==> config.mk <==
export PLATFORM = sky130hd
export DESIGN_NAME = store_drain_fifo
export DESIGN_NICKNAME = d
export VERILOG_FILES = /design/src/rtl/store_drain_fifo.sv
export SDC_FILE = /design/constraint.sdc
export NUM_CORES = 1
export LEC_CHECK = 0
export ABC_AREA = 1
export CAP_MARGIN = 30
export CORE_UTILIZATION = 45
export DETAILED_ROUTE_END_ITERATION = 12
export GPL_TIMING_DRIVEN = 0
export PLACE_DENSITY = 0.71
export SETUP_SLACK_MARGIN = 0.5
export SLEW_MARGIN = 20
export SYNTH_ARGS = -nofsm -noshare
export SYNTH_HDL_FRONTEND = slang
export SYNTH_SLANG_ARGS = --single-unit
==> constraint.sdc <==
create_clock -name clk -period 3.7 [get_ports clk]
set_clock_uncertainty 0.1 [all_clocks]
set_input_delay 0.925 -clock clk [delete_from_list [all_inputs] [get_ports clk]]
set_output_delay 0.925 -clock clk [all_outputs]
set_load 0.1 [all_outputs]
==> src/rtl/store_drain_fifo.sv <==
// Committed-store buffer: queues datafifo_* stores and drains them in order to the
// memory write port with lane-aligned strobes. Define STORE_DRAIN_FIFO_HAZARD_EN for the load-hazard check.
module store_drain_fifo #(
  parameter int unsigned DEPTH = 4
) (
  input  logic        clk,
  input  logic        reset,
  input  logic [31:0] datafifo_addr_in,
  input  logic [31:0] datafifo_val_in,
  input  logic [1:0]  datafifo_size_in,
  input  logic        datafifo_valid_in,
  output logic        datafifo_full,
  output logic [31:0] mem_wr_addr,
  output logic [31:0] mem_wr_data,
  output logic [3:0]  mem_wr_strb,
  output logic        mem_wr_valid,
  input  logic        mem_wr_ready,
  output logic        fifo_empty,
  output logic        overflow,
  input  logic [31:0] chk_addr,
  output logic        chk_hit
);

  localparam int unsigned PTR_W = $clog2(DEPTH);
  localparam int unsigned CNT_W = PTR_W + 1;

  logic [31:0]      addr_q [DEPTH];
  logic [31:0]      val_q  [DEPTH];
  logic [1:0]       size_q [DEPTH];
  logic [PTR_W-1:0] wp, rp;
  logic [CNT_W-1:0] cnt, cnt_next;
  logic             full_q, empty_q;
  logic             push, pop;

  // Byte-lane enables for one entry; misaligned or reserved sizes give no lanes.
  function automatic logic [3:0] lane_strb(input logic [1:0] off, input logic [1:0] size);
    logic [3:0] s;
    s = 4'b0000;
    case (size)
      2'd0: s = 4'(4'b0001 << off);
      2'd1: if (!off[0]) s = 4'(4'b0011 << off);
      2'd2: if (off == 2'd0) s = 4'b1111;
      default: s = 4'b0000;
    endcase
    return s;
  endfunction

  assign push = datafifo_valid_in && !full_q;
  assign pop  = !empty_q && mem_wr_ready;

  always_comb begin
    cnt_next = cnt;
    case ({push, pop})
      2'b10:   cnt_next = cnt + CNT_W'(1);
      2'b01:   cnt_next = cnt - CNT_W'(1);
      default: cnt_next = cnt;
    endcase
  end

  // Pointers, occupancy and flags; flags are registered from the next count.
  always_ff @(posedge clk or negedge reset) begin
    if (!reset) begin
      wp       <= '0;
      rp       <= '0;
      cnt      <= '0;
      full_q   <= 1'b0;
      empty_q  <= 1'b1;
      overflow <= 1'b0;
    end else begin
      if (push) wp <= wp + PTR_W'(1);
      if (pop)  rp <= rp + PTR_W'(1);
      cnt     <= cnt_next;
      full_q  <= (cnt_next == CNT_W'(DEPTH));
      empty_q <= (cnt_next == '0);
      if (datafifo_valid_in && full_q) overflow <= 1'b1;
    end
  end

  // Entry storage carries no reset.
  always_ff @(posedge clk) begin
    if (push) begin
      addr_q[wp] <= datafifo_addr_in;
      val_q[wp]  <= datafifo_val_in;
      size_q[wp] <= datafifo_size_in;
    end
  end

  assign datafifo_full = full_q;
  assign fifo_empty    = empty_q;
  assign mem_wr_valid  = !empty_q;

  // Head formatting onto the write port; zeros while empty.
  always_comb begin
    mem_wr_addr = 32'h0;
    mem_wr_data = 32'h0;
    mem_wr_strb = 4'h0;
    if (!empty_q) begin
      mem_wr_addr = {addr_q[rp][31:2], 2'b00};
      mem_wr_strb = lane_strb(addr_q[rp][1:0], size_q[rp]);
      case (size_q[rp])
        2'd0:    mem_wr_data = {4{val_q[rp][7:0]}};
        2'd1:    mem_wr_data = {2{val_q[rp][15:0]}};
        default: mem_wr_data = val_q[rp];
      endcase
    end
  end

`ifdef STORE_DRAIN_FIFO_HAZARD_EN
  logic [PTR_W-1:0] idx;

  // Any pending entry with live lanes in chk_addr's word raises a hit.
  always_comb begin
    chk_hit = 1'b0;
    idx     = '0;
    for (int unsigned i = 0; i < DEPTH; i++) begin
      idx = rp + PTR_W'(i);
      if ((CNT_W'(i) < cnt) && (addr_q[idx][31:2] == chk_addr[31:2]) &&
          (lane_strb(addr_q[idx][1:0], size_q[idx]) != 4'b0000))
        chk_hit = 1'b1;
    end
  end
`else
  logic unused_chk;
  assign unused_chk = ^chk_addr;
  assign chk_hit    = 1'b0;
`endif

endmodule

==> images/layers.png <==
The bar under the picture is 50 microns long. Two of the layers only.
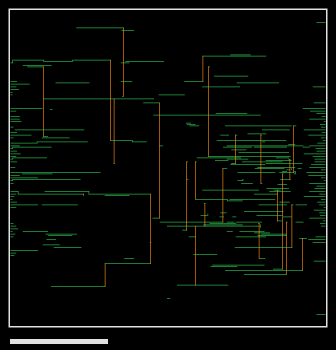
green -> M3  # wire length 2,370 microns
orange -> M4  # wire length 649 microns
routed len/inst: 19.2 microns
Total GRT Usage: 21.5%
Detailed Route WL: 28.9 mm
DR vias: 7,957

==> images/util_map.png <==
16 x 16 tiles, from black (low) to pale yellow (high), 0 to 100% covered.
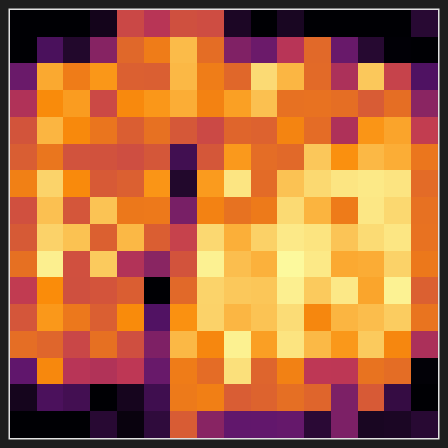
tiles over 75% full = 32%
nearly empty tiles = 7.0%
mean over tiles = 59%
densest ninth of the die = east
fullest tile = 99%

==> images/ff_map.png <==
The bar under the picture is 50 microns long. Other sequential cells in the stronger grey, the rest of the logic in the fainter grey.
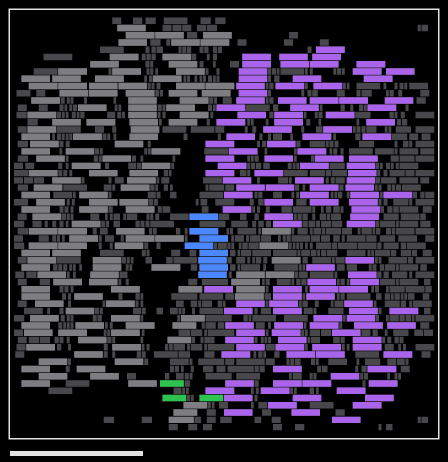
blue -> `size_q`  # placed flops 8, where centre
purple -> `val_q`  # placed flops 128
green -> `cnt`  # placed flops 3
not coloured = 135
final core utilization: 64.0%
sequential share of cell area: 52.2%
register area: 0.00818 sq mm

==> run_results.csv <==
group,metric,value,unit
outcome,status,"complete, no violations",
synth,ys_chip_area,0.0113,sq mm
cells_and_area,drive_gt1_share,27.1,%
sta,finalHoldViolCount,0,
sta,finalWorstSetupSlack,0.298,ns
synth,adder_share,0.731,%
worst_hold_path,min_to,"overflow$_DFFE_PN0P_",
die,dieArea,0.0257,sq mm
synth,topCellsByArea,"edfxtp_1 (70%), nand2_1 (7.5%), nor2_1 (4.7%)",
cells_and_area,diodes,0,
route,drt_iter0_drc,681,
route,met2WireLength,14.0,mm
synth,yosys.area_share.aoi,5.48,%
sta,setup_viol,0,
sta,setup_tns,0,ns
cells_and_area,inv_count,29,
synth,ys_cells,957,
synth,ys.flop_type,"edfxtp_1",
clock_tree,clock_path_buffers,3,
sta,max_slew_margin,35.6,%
worst_setup_path,cp_slowest_cell,"dfrtp_1",
grt,overflow,0,
route,drc,0,
synth,synthArstFlopShare,3.65,%
sta,hold_ws,0.356,ns
clock_tree,clk_latency,0.53,ns
clock_tree,cts_root_buf,"clkbuf_16",
worst_hold_path,min_from,"overflow$_DFFE_PN0P_",
cells_and_area,nNonClkBuffers,223,
synth,netlist.top_cell.by_area,"edfxtp_1",
worst_setup_path,critical-path-top-delay-family,"buffers and inverters",
sta,fin_crit_sh,91.9,%
grt,antenna_found_initial,1,
worst_setup_path,critical_path_buf_inv_count,6,
worst_setup_path,rr_endpoint,"fifo_empty$_DFF_PN1_",
worst_setup_path,cp-endpoint,"mem_wr_data[27]",
==> images/congestion_map.png <==
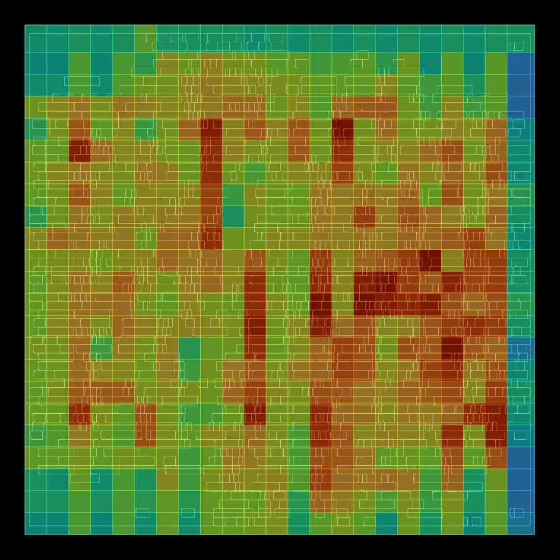
met3 Use GR: 4.13%
met2 GRT Util: 35.8%
GR Util met1: 29.5%
GRT busiest layer: met2

==> images/class_map.png <==
The bar under the picture is 50 microns long. Fill, decap, tap and diode cells in grey.
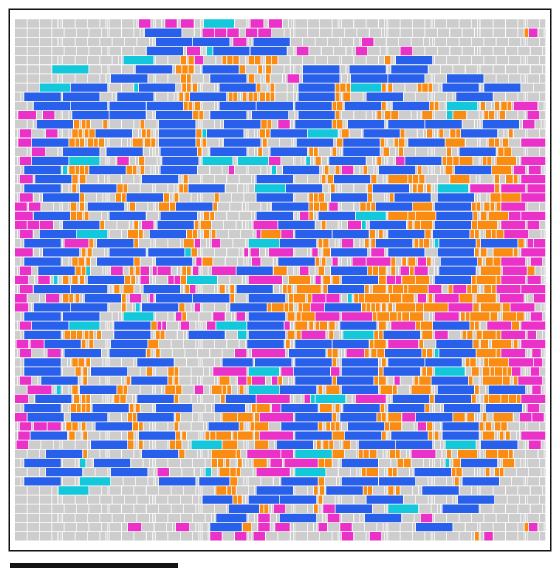
cyan -> clock drivers and dummy loads  # cells 52
magenta -> remaining buffers and delay cells  # cells 223
orange -> remaining logic cells  # cells 630
blue -> sequential cells  # cells 274
core area: 0.0245 sq mm
post-layout instance area: 0.0157 sq mm
Cell Rows: 57

